`src/rtl/object_tracking_pkg.sv`:
```
// Shared definitions for the object tracking path (delta mask, locator, overlay).
package object_tracking_pkg;

  localparam int unsigned DefDispWidth  = 11;
  localparam int unsigned DefInputWidth = 10;

  typedef enum logic [1:0] {
    StSync   = 2'd0,
    StAccum  = 2'd1,
    StReport = 2'd2
  } loc_state_e;

endpackage

```
`src/rtl/pix_align_delay.sv`:
```
// Fixed-depth register line that aligns position/qualifier with the delayed mask.
module pix_align_delay #(
  parameter int unsigned Width = 23,
  parameter int unsigned Depth = 1
) (
  input  logic             clk,
  input  logic             aresetn,
  input  logic [Width-1:0] din,
  output logic [Width-1:0] dout
);

  if (Depth == 0) begin : g_bypass
    assign dout = din;
  end else begin : g_pipe
    logic [Width-1:0] pipe_q [Depth];

    always_ff @(posedge clk or negedge aresetn) begin
      if (!aresetn) begin
        for (int i = 0; i < Depth; i++) pipe_q[i] <= '0;
      end else begin
        pipe_q[0] <= din;
        for (int i = 1; i < Depth; i++) pipe_q[i] <= pipe_q[i-1];
      end
    end

    assign dout = pipe_q[Depth-1];
  end

endmodule

```
`src/rtl/object_locator.sv`:
```
// Locates the moving object in each delta-mask frame as a bounding box and
// publishes one registered result per frame.
module object_locator
  import object_tracking_pkg::*;
#(
  parameter int unsigned INPUT_WIDTH = DefInputWidth,
  parameter int unsigned DISP_WIDTH  = DefDispWidth,
  parameter int unsigned PIX_DELAY   = 1,
  parameter int unsigned MIN_RUN     = 4,
  parameter int unsigned MIN_PIXELS  = 64,
  parameter int unsigned CNT_WIDTH   = 20
) (
  input  logic                   clk,
  input  logic                   aresetn,
  input  logic                   enable,
  input  logic                   is_not_blank,
  input  logic [DISP_WIDTH-1:0]  x_pos,
  input  logic [DISP_WIDTH-1:0]  y_pos,
  input  logic                   frame_end,
  input  logic [INPUT_WIDTH-1:0] delta_frame,
  output logic                   obj_found,
  output logic [DISP_WIDTH-1:0]  x_min,
  output logic [DISP_WIDTH-1:0]  x_max,
  output logic [DISP_WIDTH-1:0]  y_min,
  output logic [DISP_WIDTH-1:0]  y_max,
  output logic [DISP_WIDTH-1:0]  x_center,
  output logic [DISP_WIDTH-1:0]  y_center,
  output logic [CNT_WIDTH-1:0]   pix_count,
  output logic                   result_valid
);

  localparam int unsigned AlignW = 2 * DISP_WIDTH + 1;
  localparam logic [3:0] MinRun = 4'(MIN_RUN);
  localparam logic [CNT_WIDTH:0] RunCredit = (CNT_WIDTH+1)'(MIN_RUN);
  localparam logic [CNT_WIDTH:0] OneCredit = (CNT_WIDTH+1)'(1);
  localparam logic [CNT_WIDTH-1:0] MinPixels = CNT_WIDTH'(MIN_PIXELS);

  logic [AlignW-1:0]     align_bus;
  logic                  al_active;
  logic [DISP_WIDTH-1:0] al_x, al_y;

  pix_align_delay #(
    .Width (AlignW),
    .Depth (PIX_DELAY)
  ) u_align (
    .clk     (clk),
    .aresetn (aresetn),
    .din     ({is_not_blank, y_pos, x_pos}),
    .dout    (align_bus)
  );

  assign al_active = align_bus[AlignW-1];
  assign al_y      = align_bus[2*DISP_WIDTH-1:DISP_WIDTH];
  assign al_x      = align_bus[DISP_WIDTH-1:0];

  // The mask is all-ones or all-zeros, so only the MSB carries information.
  logic unused_mask_lsbs;
  assign unused_mask_lsbs = ^delta_frame[INPUT_WIDTH-2:0];

  logic                  pixel_on, run_begin, qualified, first_qual;
  logic [3:0]            run_cnt_q, run_cnt_d, run_base;
  logic [DISP_WIDTH-1:0] run_start_q, run_x0;

  // A new line restarts the run even when the video stays active across the wrap.
  always_comb begin
    pixel_on   = al_active & delta_frame[INPUT_WIDTH-1];
    run_base   = (al_x == '0) ? 4'd0 : run_cnt_q;
    run_begin  = pixel_on && (run_base == 4'd0);
    run_x0     = run_begin ? al_x : run_start_q;
    run_cnt_d  = '0;
    if (pixel_on) run_cnt_d = (run_base >= MinRun) ? MinRun : run_base + 4'd1;
    qualified  = pixel_on && (run_cnt_d >= MinRun);
    first_qual = qualified && (run_base < MinRun);
  end

  always_ff @(posedge clk or negedge aresetn) begin
    if (!aresetn) begin
      run_cnt_q   <= '0;
      run_start_q <= '0;
    end else begin
      run_cnt_q   <= run_cnt_d;
      run_start_q <= run_x0;
    end
  end

  loc_state_e state_q, state_d;
  logic       acc_clear, acc_update, report;

  always_comb begin
    state_d    = state_q;
    acc_clear  = 1'b0;
    acc_update = 1'b0;
    report     = 1'b0;
    unique case (state_q)
      StSync: begin
        acc_clear = 1'b1;
        if (frame_end && enable) state_d = StAccum;
      end
      StAccum: begin
        if (!enable) begin
          acc_clear = 1'b1;
          state_d   = StSync;
        end else if (frame_end) begin
          state_d = StReport;
        end else begin
          acc_update = qualified;
        end
      end
      StReport: begin
        report    = 1'b1;
        acc_clear = 1'b1;
        state_d   = enable ? StAccum : StSync;
      end
      default: state_d = StSync;
    endcase
  end

  always_ff @(posedge clk or negedge aresetn) begin
    if (!aresetn) state_q <= StSync;
    else          state_q <= state_d;
  end

  logic [DISP_WIDTH-1:0] acc_xmin_q, acc_xmax_q, acc_ymin_q, acc_ymax_q;
  logic [CNT_WIDTH-1:0]  acc_cnt_q;
  logic [CNT_WIDTH:0]    acc_sum;

  // The first qualified pixel credits the whole run that led up to it.
  assign acc_sum = {1'b0, acc_cnt_q} + (first_qual ? RunCredit : OneCredit);

  always_ff @(posedge clk or negedge aresetn) begin
    if (!aresetn) begin
      acc_xmin_q <= '1;
      acc_ymin_q <= '1;
      acc_xmax_q <= '0;
      acc_ymax_q <= '0;
      acc_cnt_q  <= '0;
    end else if (acc_clear) begin
      acc_xmin_q <= '1;
      acc_ymin_q <= '1;
      acc_xmax_q <= '0;
      acc_ymax_q <= '0;
      acc_cnt_q  <= '0;
    end else if (acc_update) begin
      if (first_qual && (run_x0 < acc_xmin_q)) acc_xmin_q <= run_x0;
      if (al_x > acc_xmax_q) acc_xmax_q <= al_x;
      if (al_y < acc_ymin_q) acc_ymin_q <= al_y;
      if (al_y > acc_ymax_q) acc_ymax_q <= al_y;
      acc_cnt_q <= acc_sum[CNT_WIDTH] ? '1 : acc_sum[CNT_WIDTH-1:0];
    end
  end

  logic [DISP_WIDTH:0] x_sum, y_sum;
  assign x_sum = {1'b0, acc_xmin_q} + {1'b0, acc_xmax_q};
  assign y_sum = {1'b0, acc_ymin_q} + {1'b0, acc_ymax_q};

  always_ff @(posedge clk or negedge aresetn) begin
    if (!aresetn) begin
      obj_found    <= 1'b0;
      x_min        <= '0;
      x_max        <= '0;
      y_min        <= '0;
      y_max        <= '0;
      x_center     <= '0;
      y_center     <= '0;
      pix_count    <= '0;
      result_valid <= 1'b0;
    end else begin
      result_valid <= report;
      if (report) begin
        pix_count <= acc_cnt_q;
        obj_found <= (acc_cnt_q >= MinPixels);
        if (acc_cnt_q >= MinPixels) begin
          x_min    <= acc_xmin_q;
          x_max    <= acc_xmax_q;
          y_min    <= acc_ymin_q;
          y_max    <= acc_ymax_q;
          x_center <= x_sum[DISP_WIDTH:1];
          y_center <= y_sum[DISP_WIDTH:1];
        end
      end
    end
  end

endmodule

```
`config.mk`:
```
export PLATFORM = sky130hd
export DESIGN_NAME = object_locator
export DESIGN_NICKNAME = d
export VERILOG_FILES = /design/src/rtl/object_tracking_pkg.sv /design/src/rtl/pix_align_delay.sv /design/src/rtl/object_locator.sv
export SDC_FILE = /design/constraint.sdc
export NUM_CORES = 1
export LEC_CHECK = 0
export ABC_CLOCK_PERIOD_IN_PS = 6480
export CAP_MARGIN = 20
export CORE_ASPECT_RATIO = 1.75
export CORE_MARGIN = 2
export CORE_UTILIZATION = 62
export CTS_BUF_LIST = sky130_fd_sc_hd__clkbuf_8
export DETAILED_ROUTE_END_ITERATION = 8
export GPL_TIMING_DRIVEN = 0
export PLACE_DENSITY = 0.88
export SKIP_CTS_REPAIR_TIMING = 1
export SYNTH_ARGS = -nofsm -noshare
export SYNTH_HDL_FRONTEND = slang
export SYNTH_HIERARCHICAL = 1
export SYNTH_SLANG_ARGS = --single-unit
```
`constraint.sdc`:
```
create_clock -name clk -period 6.48 [get_ports clk]
set_input_delay 1.296 -clock clk [delete_from_list [all_inputs] [get_ports clk]]
set_output_delay 1.296 -clock clk [all_outputs]
set_load 0.02 [all_outputs]
```
==> results.sh <==
# source this file to load flow results
export IMPL_fin_util=0.756
export IMPL_clkLatencyLatePin_ns=0.47
export IMPL_portBuffers=115
export IMPL_drive_gt1_frac=0.0997
export IMPL_worstPathArrival_ns=4.97
export IMPL_timing_rr_end="acc_xmin_q[9]"
export IMPL_cts_max_level=4
export IMPL_ir_drop_mv=0.126
export IMPL_grt_pass1_wl_um=39500
export IMPL_ys_flops=192
export IMPL_rsz0062_at_grt="false"
export IMPL_cts_buffer_depth=2
export IMPL_setup_viol=0
export IMPL_worstSetupStartpoint="u_align/dout[7]"
export IMPL_status="complete, no violations"
export IMPL_pwr_density_cell_mw_per_mm2=196
export IMPL_nFillCells=993
export IMPL_min_period_over_period=0.708
export IMPL_maxCapViolCount=0
export IMPL_hold_start="y_min[0]"
export IMPL_diodes=0
export IMPL_placed_area_mm2=0.0108
export IMPL_ios=125
export IMPL_firstDrtPassIters=5
export IMPL_slew_headroom=0.294
export IMPL_crit_family="simple AND/OR/NAND/NOR gates"
export IMPL_p_leak_nw=5.48
export IMPL_cp_depth=16
export IMPL_grt_usage=0.311
export IMPL_areaGrowthSynthToFinish_pct=19.4
export IMPL_whs_ns=0.486
export IMPL_warnings=38
export IMPL_max_stage_delay_ns=0.59
export IMPL_detailed_place_hpwl_um=18100
export IMPL_hold_viol=0
export IMPL_syn_area_mm2=0.00940
export IMPL_ys_area_mm2=0.00940
export IMPL_antenna_found_initial=0
export IMPL_gp_congestion=0.929
export IMPL_dp_worst_setup_slack_ns=1.92
export IMPL_fmax_mhz=218
export IMPL_taps=183
export IMPL_cts_buffers_inserted=17
export IMPL_drtIter0Drc=447
export IMPL_root_buffer="clkbuf_8"
export IMPL_synth_seq_share=0.514
export IMPL_period_needed_ns=4.59
export IMPL_async_flop_share=1.00
export IMPL_final_cells=1246
export IMPL_layout_nets=1156
export IMPL_ant_nets=0
export IMPL_n_all_inverters=73
export IMPL_layout_nonclk_buf_frac=0.122
export IMPL_crit_path_max_fanout=10
export IMPL_r2r_start="u_align/dout[7]"
export IMPL_core_util_floorplan=0.633
export IMPL_lay_top_count="dfrtp_1"
export IMPL_holdPathStages=2
export IMPL_grt_pass1_vias=7832
export IMPL_rrSetupSlack_ns=1.89
export IMPL_post_route_drc_count=0
export IMPL_crit_slowest_cell="or4_4"
export IMPL_whs_endpoint="y_min[0]"
export IMPL_ff_count=192
export IMPL_power_mw=2.20
export IMPL_tns_ns=0
export IMPL_finish_instance_area_mm2=0.0112
export IMPL_reg2reg_depth=16
export IMPL_buffers=153
export IMPL_clk_pin_slew_ns=0.12
export IMPL_routed_wirelength_um=24100
export IMPL_largest_cell_class="registers"
export IMPL_yosysWarnings=6
export IMPL_critPathLaunchType="register"
export IMPL_largest_reg_flops=23
export IMPL_vias=7553
export IMPL_edf_count=0
[per-layer routing]
layer / wire length, µm / part of all wire / vias to the layer above / GRT usage
met3: 1230 / 0.051 / 102 / 0.0420
li1: - / - / 3468 / -
met4: 1500 / 0.062 / 0 / 0.188
met2: 13000 / 0.54 / 324 / 0.562
met1: 8430 / 0.35 / 3659 / 0.342
met5: 0 / 0 / - / 0
[cells in the mapped netlist (all sizes together) (2+ instances only)]
master,n,area share
clkbuf,29,0.013
a211oi,10,0.0080
inv,73,0.029
o21ai,83,0.044
mux2,26,0.031
and4,5,0.0048
or4,4,0.0040
a311oi,3,0.0028
and2,2,0.0013
xnor2,5,0.0047
buf,6,0.0051
a21o,6,0.0048
a22o,4,0.0043
dfrtp,170,0.45
nor2b,4,0.0027
nor2,38,0.015
o21a,5,0.0040
and3,14,0.0093
nor4,7,0.0047
a41oi,3,0.0028
a21oi,42,0.022
o311a,2,0.0021
o31ai,3,0.0039
o221ai,2,0.0019
nor3,18,0.0096
nand2b,7,0.0047
a211o,3,0.0028
mux2i,34,0.036
nand3,16,0.0085
or2,2,0.0013
or3,3,0.0023
fa,2,0.0043
a31oi,16,0.011
ha,67,0.089
nand2,135,0.054
xor2,10,0.0093
dfstp,22,0.062
o211ai,8,0.0064
nand4,11,0.0073
o21bai,2,0.0016
[power breakdown]
part	internal, mW	switching, mW	leakage, nW
combinational	0.0652	0.0956	2.75
clock	0.325	0.475	0.206
sequential	1.22	0.0181	2.53
total	1.61	0.589	5.48
[kinds of logic after synthesis]
logic type,count (synthesis),share of synthesized area
adders and majority gates,69,0.0935
other,1,0.000399
AOI/OAI and AO/OA,198,0.129
xor gates and xnor gates,15,0.0140
and+or+nand+nor,270,0.134
buffers and inverters,109,0.0481
DFF,192,0.514
muxes,60,0.0674
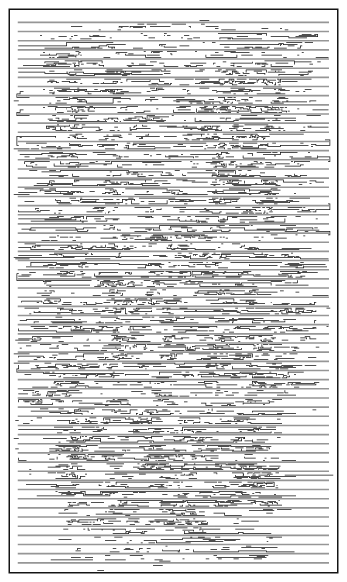
(signal wires on met1)
Supply wires on this layer in gray.
- wire length on this layer: 8430 µm
- longest straight run: 33.1 µm
- nets with wire on the layer: 1055
- share of all routed wire: 35%

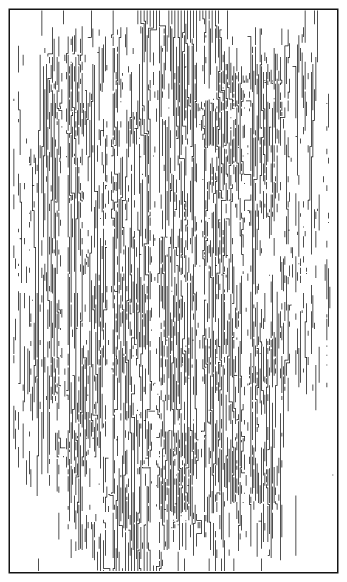
(met2 routing)
- wire length on this layer: 13000 µm
- share of all routed wire: 54%
- longest straight run: 96.6 µm
- main direction: vertical
- nets with wire on the layer: 1028

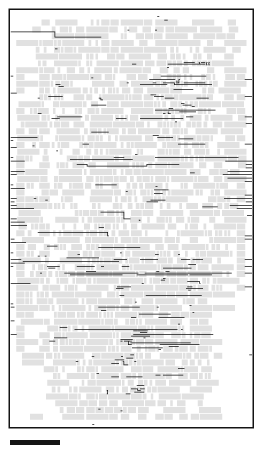
(metal 3)
Bar = 20 µm. Cells faint in the background.
- nets with wire on the layer: 163
- share of all routed wire: 5.1%
- wire length on this layer: 1230 µm
- longest straight run: 40.9 µm

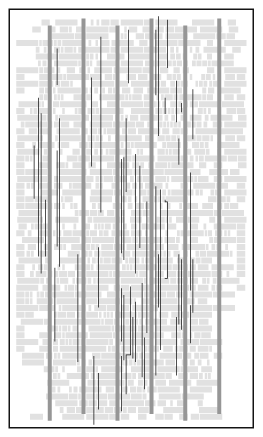
(met4 routing)
Supply wires on this layer in gray. Cells faint in the background.
- main direction: vertical
- nets with wire on the layer: 42
- share of all routed wire: 6.2%
- wire length on this layer: 1500 µm

No activity file was given, so power comes from the tool's default toggle rates.
